==> config.mk <==
export PLATFORM = sky130hd
export DESIGN_NAME = blob_centroid_flat
export DESIGN_NICKNAME = d
export VERILOG_FILES = /design/src/rtl/blob_pkg.sv /design/src/rtl/blob_centroid_if.sv /design/src/rtl/seq_divider.sv /design/src/rtl/blob_centroid.sv /design/src/flat_wrapper.sv
export SDC_FILE = /design/constraint.sdc
export NUM_CORES = 1
export LEC_CHECK = 0
export ABC_AREA = 1
export CORE_MARGIN = 3
export CORE_UTILIZATION = 35
export CTS_CLUSTER_SIZE = 28
export DETAILED_ROUTE_END_ITERATION = 6
export GPL_TIMING_DRIVEN = 0
export PLACE_DENSITY = 0.52
export SYNTH_ARGS = -nofsm -noshare
export SYNTH_HDL_FRONTEND = slang
export SYNTH_HIERARCHICAL = 1
export SYNTH_SLANG_ARGS = --single-unit
==> constraint.sdc <==
create_clock -name clk_in -period 4.23 [get_ports clk_in]
set_input_delay 1.269 -clock clk_in [delete_from_list [all_inputs] [get_ports clk_in]]
set_output_delay 1.269 -clock clk_in [all_outputs]
set_load 0.1 [all_outputs]
==> src/rtl/blob_pkg.sv <==
// Shared constants, FSM encoding and helpers for the blob centroid extractor.
package blob_pkg;

  localparam int H_MAX     = 320;
  localparam int V_MAX     = 240;
  localparam int MIN_COUNT = 16;
  localparam int DIV_W     = 25;
  localparam int CNT_W     = 17;

  typedef enum logic [1:0] {
    IDLE,
    DIV_X,
    DIV_Y,
    DONE
  } blob_state_t;

  function automatic logic [8:0] sat_pos(input logic [31:0] q);
    return (q > 32'd511) ? 9'd511 : q[8:0];
  endfunction

endpackage

==> src/rtl/blob_centroid_if.sv <==
// Pixel-stream in / centroid-result out bundle between tracker, blob_centroid and control.
interface blob_centroid_if;
  import blob_pkg::*;

  logic             pixel_valid_in;
  logic             hit_in;
  logic [10:0]      hcount_in;
  logic [9:0]       vcount_in;
  logic             frame_end_in;
  logic [8:0]       x_center_out;
  logic [8:0]       y_center_out;
  logic [CNT_W-1:0] area_out;
  logic [8:0]       radius_out;
  logic             found_out;
  logic             result_valid_out;
  logic             busy_out;
  logic             overrun_out;

  modport master (
    output pixel_valid_in, hit_in, hcount_in, vcount_in, frame_end_in,
    input  x_center_out, y_center_out, area_out, radius_out, found_out,
           result_valid_out, busy_out, overrun_out
  );

  modport slave (
    input  pixel_valid_in, hit_in, hcount_in, vcount_in, frame_end_in,
    output x_center_out, y_center_out, area_out, radius_out, found_out,
           result_valid_out, busy_out, overrun_out
  );

endinterface

==> src/rtl/seq_divider.sv <==
// Restoring unsigned divider: loads on start, one quotient bit per cycle, done pulses after W cycles.
module seq_divider
  import blob_pkg::*;
#(
  parameter int W = DIV_W
) (
  input  logic         clk_in,
  input  logic         rst_in,
  input  logic         start,
  input  logic [W-1:0] dividend,
  input  logic [W-1:0] divisor,
  output logic [W-1:0] quotient,
  output logic         done
);

  localparam int CW = $clog2(W + 1);

  logic [W-1:0]  rem;
  logic [W-1:0]  dvs;
  logic [CW-1:0] cnt;
  logic          active;
  logic [W:0]    shifted;
  logic [W:0]    diff;
  logic          fits;

  assign shifted = {rem, quotient[W-1]};
  assign diff    = shifted - {1'b0, dvs};
  assign fits    = shifted >= {1'b0, dvs};

  // The quotient register doubles as the dividend shift register.
  always_ff @(posedge clk_in) begin
    if (rst_in) begin
      rem      <= '0;
      dvs      <= '0;
      quotient <= '0;
      cnt      <= '0;
      active   <= 1'b0;
      done     <= 1'b0;
    end else begin
      done <= 1'b0;
      if (start) begin
        quotient <= dividend;
        rem      <= '0;
        dvs      <= divisor;
        cnt      <= CW'(W);
        active   <= 1'b1;
      end else if (active) begin
        rem      <= fits ? diff[W-1:0] : shifted[W-1:0];
        quotient <= {quotient[W-2:0], fits};
        cnt      <= cnt - 1'b1;
        if (cnt == CW'(1)) begin
          active <= 1'b0;
          done   <= 1'b1;
        end
      end
    end
  end

endmodule

==> src/rtl/blob_centroid.sv <==
// Per-frame hit area and centroid extractor; optional bounding-box radius when BLOB_BBOX_EN is defined.
module blob_centroid #(
  parameter int H_MAX     = blob_pkg::H_MAX,
  parameter int V_MAX     = blob_pkg::V_MAX,
  parameter int MIN_COUNT = blob_pkg::MIN_COUNT,
  parameter int DIV_W     = blob_pkg::DIV_W
) (
  input logic            clk_in,
  input logic            rst_in,
  blob_centroid_if.slave bus
);
  import blob_pkg::blob_state_t;
  import blob_pkg::CNT_W;
  import blob_pkg::sat_pos;

  localparam int TICK_W = $clog2(DIV_W + 1);

  blob_state_t       state;
  logic [TICK_W-1:0] tick;
  logic              hit_ok;
  logic [CNT_W-1:0]  count_acc, count_next, snap_count;
  logic [DIV_W-1:0]  sum_x, sum_y, sum_x_next, sum_y_next, snap_x, snap_y;
  logic              do_div;
  logic [DIV_W-1:0]  qx;
  logic              div_start, div_done;
  logic [DIV_W-1:0]  div_quotient;
  logic [8:0]        x_q, y_q;
  logic [CNT_W-1:0]  area_q;
  logic              found_q, valid_q, busy_q, overrun_q;

  assign hit_ok = bus.pixel_valid_in && bus.hit_in &&
                  (32'(bus.hcount_in) < H_MAX) && (32'(bus.vcount_in) < V_MAX);

  // Next-sum values include the current pixel, so a hit coincident with frame end is snapshotted.
  assign count_next = count_acc + CNT_W'(hit_ok);
  assign sum_x_next = hit_ok ? sum_x + DIV_W'(bus.hcount_in) : sum_x;
  assign sum_y_next = hit_ok ? sum_y + DIV_W'(bus.vcount_in) : sum_y;

  always_ff @(posedge clk_in) begin
    if (rst_in || bus.frame_end_in) begin
      count_acc <= '0;
      sum_x     <= '0;
      sum_y     <= '0;
    end else begin
      count_acc <= count_next;
      sum_x     <= sum_x_next;
      sum_y     <= sum_y_next;
    end
  end

  assign div_start = do_div && (tick == '0) &&
                     (state == blob_pkg::DIV_X || state == blob_pkg::DIV_Y);

  seq_divider #(.W(DIV_W)) u_div (
    .clk_in   (clk_in),
    .rst_in   (rst_in),
    .start    (div_start),
    .dividend ((state == blob_pkg::DIV_X) ? snap_x : snap_y),
    .divisor  (DIV_W'(snap_count)),
    .quotient (div_quotient),
    .done     (div_done)
  );

  // Each divide state lasts DIV_W+1 cycles whether or not the divider runs, keeping latency fixed.
  always_ff @(posedge clk_in) begin
    if (rst_in) begin
      state      <= blob_pkg::IDLE;
      tick       <= '0;
      snap_count <= '0;
      snap_x     <= '0;
      snap_y     <= '0;
      do_div     <= 1'b0;
      qx         <= '0;
      x_q        <= '0;
      y_q        <= '0;
      area_q     <= '0;
      found_q    <= 1'b0;
      valid_q    <= 1'b0;
      busy_q     <= 1'b0;
      overrun_q  <= 1'b0;
    end else begin
      valid_q <= 1'b0;
      if (valid_q)
        busy_q <= 1'b0;
      if (bus.frame_end_in && state != blob_pkg::IDLE)
        overrun_q <= 1'b1;
      case (state)
        blob_pkg::IDLE: begin
          if (bus.frame_end_in) begin
            snap_count <= count_next;
            snap_x     <= sum_x_next;
            snap_y     <= sum_y_next;
            do_div     <= 32'(count_next) >= MIN_COUNT;
            tick       <= '0;
            busy_q     <= 1'b1;
            state      <= blob_pkg::DIV_X;
          end
        end
        blob_pkg::DIV_X: begin
          tick <= tick + 1'b1;
          if (tick == TICK_W'(DIV_W)) begin
            tick  <= '0;
            state <= blob_pkg::DIV_Y;
          end
        end
        blob_pkg::DIV_Y: begin
          if (div_done)
            qx <= div_quotient;
          tick <= tick + 1'b1;
          if (tick == TICK_W'(DIV_W)) begin
            tick  <= '0;
            state <= blob_pkg::DONE;
          end
        end
        blob_pkg::DONE: begin
          area_q  <= snap_count;
          found_q <= do_div;
          if (do_div) begin
            x_q <= sat_pos(32'(qx));
            y_q <= sat_pos(32'(div_quotient));
          end
          valid_q <= 1'b1;
          state   <= blob_pkg::IDLE;
        end
        default: state <= blob_pkg::IDLE;
      endcase
    end
  end

`ifdef BLOB_BBOX_EN
  logic [10:0] min_x, max_x, min_x_nx, max_x_nx, snap_min_x, snap_max_x;
  logic [9:0]  min_y, max_y, min_y_nx, max_y_nx, snap_min_y, snap_max_y;
  logic [11:0] bbox_sum;
  logic [8:0]  radius_q;

  always_comb begin
    min_x_nx = min_x;
    max_x_nx = max_x;
    min_y_nx = min_y;
    max_y_nx = max_y;
    if (hit_ok) begin
      if (bus.hcount_in < min_x) min_x_nx = bus.hcount_in;
      if (bus.hcount_in > max_x) max_x_nx = bus.hcount_in;
      if (bus.vcount_in < min_y) min_y_nx = bus.vcount_in;
      if (bus.vcount_in > max_y) max_y_nx = bus.vcount_in;
    end
  end

  assign bbox_sum = {1'b0, snap_max_x - snap_min_x} + {2'b0, snap_max_y - snap_min_y};

  always_ff @(posedge clk_in) begin
    if (rst_in) begin
      min_x      <= '1;
      max_x      <= '0;
      min_y      <= '1;
      max_y      <= '0;
      snap_min_x <= '0;
      snap_max_x <= '0;
      snap_min_y <= '0;
      snap_max_y <= '0;
      radius_q   <= '0;
    end else begin
      if (bus.frame_end_in) begin
        min_x <= '1;
        max_x <= '0;
        min_y <= '1;
        max_y <= '0;
        if (state == blob_pkg::IDLE) begin
          snap_min_x <= min_x_nx;
          snap_max_x <= max_x_nx;
          snap_min_y <= min_y_nx;
          snap_max_y <= max_y_nx;
        end
      end else begin
        min_x <= min_x_nx;
        max_x <= max_x_nx;
        min_y <= min_y_nx;
        max_y <= max_y_nx;
      end
      if (state == blob_pkg::DONE && do_div)
        radius_q <= 9'(bbox_sum >> 2);
    end
  end

  assign bus.radius_out = radius_q;
`else
  assign bus.radius_out = '0;
`endif

  assign bus.x_center_out     = x_q;
  assign bus.y_center_out     = y_q;
  assign bus.area_out         = area_q;
  assign bus.found_out        = found_q;
  assign bus.result_valid_out = valid_q;
  assign bus.busy_out         = busy_q;
  assign bus.overrun_out      = overrun_q;

endmodule

==> src/flat_wrapper.sv <==
// flat-port wrapper written by rule: the top's interface ports become plain ports
module blob_centroid_flat import blob_pkg::blob_state_t; import blob_pkg::CNT_W; import blob_pkg::sat_pos;
#(
  parameter int H_MAX     = blob_pkg::H_MAX,
  parameter int V_MAX     = blob_pkg::V_MAX,
  parameter int MIN_COUNT = blob_pkg::MIN_COUNT,
  parameter int DIV_W     = blob_pkg::DIV_W
)
  (clk_in, rst_in, bus_pixel_valid_in, bus_hit_in, bus_hcount_in, bus_vcount_in, bus_frame_end_in, bus_x_center_out, bus_y_center_out, bus_area_out, bus_radius_out, bus_found_out, bus_result_valid_out, bus_busy_out, bus_overrun_out);
  blob_centroid_if bus_i ();
  input logic clk_in;
  input logic rst_in;
  input wire logic [$bits(bus_i.pixel_valid_in)-1:0] bus_pixel_valid_in;
  input wire logic [$bits(bus_i.hit_in)-1:0] bus_hit_in;
  input wire logic [$bits(bus_i.hcount_in)-1:0] bus_hcount_in;
  input wire logic [$bits(bus_i.vcount_in)-1:0] bus_vcount_in;
  input wire logic [$bits(bus_i.frame_end_in)-1:0] bus_frame_end_in;
  output wire logic [$bits(bus_i.x_center_out)-1:0] bus_x_center_out;
  output wire logic [$bits(bus_i.y_center_out)-1:0] bus_y_center_out;
  output wire logic [$bits(bus_i.area_out)-1:0] bus_area_out;
  output wire logic [$bits(bus_i.radius_out)-1:0] bus_radius_out;
  output wire logic [$bits(bus_i.found_out)-1:0] bus_found_out;
  output wire logic [$bits(bus_i.result_valid_out)-1:0] bus_result_valid_out;
  output wire logic [$bits(bus_i.busy_out)-1:0] bus_busy_out;
  output wire logic [$bits(bus_i.overrun_out)-1:0] bus_overrun_out;
  assign bus_i.pixel_valid_in = bus_pixel_valid_in;
  assign bus_i.hit_in = bus_hit_in;
  assign bus_i.hcount_in = bus_hcount_in;
  assign bus_i.vcount_in = bus_vcount_in;
  assign bus_i.frame_end_in = bus_frame_end_in;
  assign bus_x_center_out = bus_i.x_center_out;
  assign bus_y_center_out = bus_i.y_center_out;
  assign bus_area_out = bus_i.area_out;
  assign bus_radius_out = bus_i.radius_out;
  assign bus_found_out = bus_i.found_out;
  assign bus_result_valid_out = bus_i.result_valid_out;
  assign bus_busy_out = bus_i.busy_out;
  assign bus_overrun_out = bus_i.overrun_out;
  blob_centroid #(.H_MAX(H_MAX), .V_MAX(V_MAX), .MIN_COUNT(MIN_COUNT), .DIV_W(DIV_W)) u_core (.clk_in(clk_in), .rst_in(rst_in), .bus(bus_i));
endmodule
### Metal 2

Bar = 50 um.
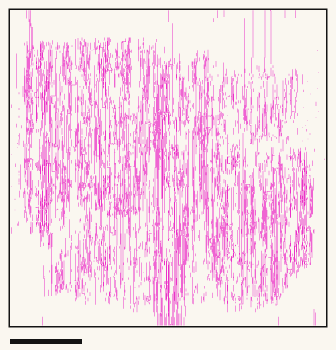
main direction: vertical
longest straight run: 89.4 um

### Routed metal, one color a layer

Bar = 50 um. Only two layers are drawn.
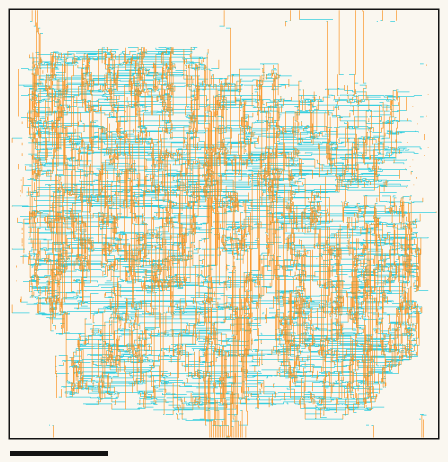
| layer | color | wire length |
|---|---|---|
| M1 | cyan | 22.7 mm |
| M2 | orange | 22.3 mm |

### Clock nets

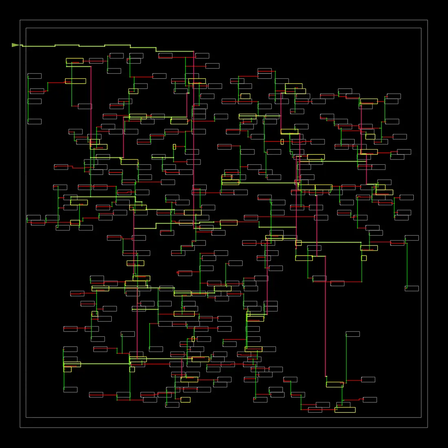
Insertion Delay late pin: 520 ps
num sequential: 288

==> reports/results.txt <==
Nets: 2614
Core footprint: 0.0445 mm^2
Post-CTS setup buffer count: 0
CTS tree: built
Crit path capture: u_core/do_div
Post-Syn Area: 0.0159 mm^2
Top Family by Delay on Critical Path: simple AND/OR/NAND/NOR gates
Hold EP: u_core/qx[15]
Nonclk inv count: 377
Reg2Reg Launch Point: u_core/state[0]
Synth cell types: 50
Hold_ws: 451 ps
Routed length on met1: 22700 um
Log Warnings: 33
Area-dominant class: multi-input combinational cells
Design area: 0.0186 mm^2
Storage cell area: 0.00577 mm^2
Worst slew margin: 0.333
Met3 Wirelength: 2450 um
FMAX: 252 MHz
Seq area share: 0.311
Most frequent cell after synthesis: nand2_1
Met2 routed WL: 22300 um
EDFF count, synth: 0
Actual slew at the worst max-slew pin: 997 ps
Comb. cell area: 0.00830 mm^2
Placed Area: 0.0173 mm^2
Outcome: complete, no violations
Maximum clock path buffer count: 3
Layout area overhead: 16.6%
Synth Flop Type: dfxtp_1
Sink Count: 288
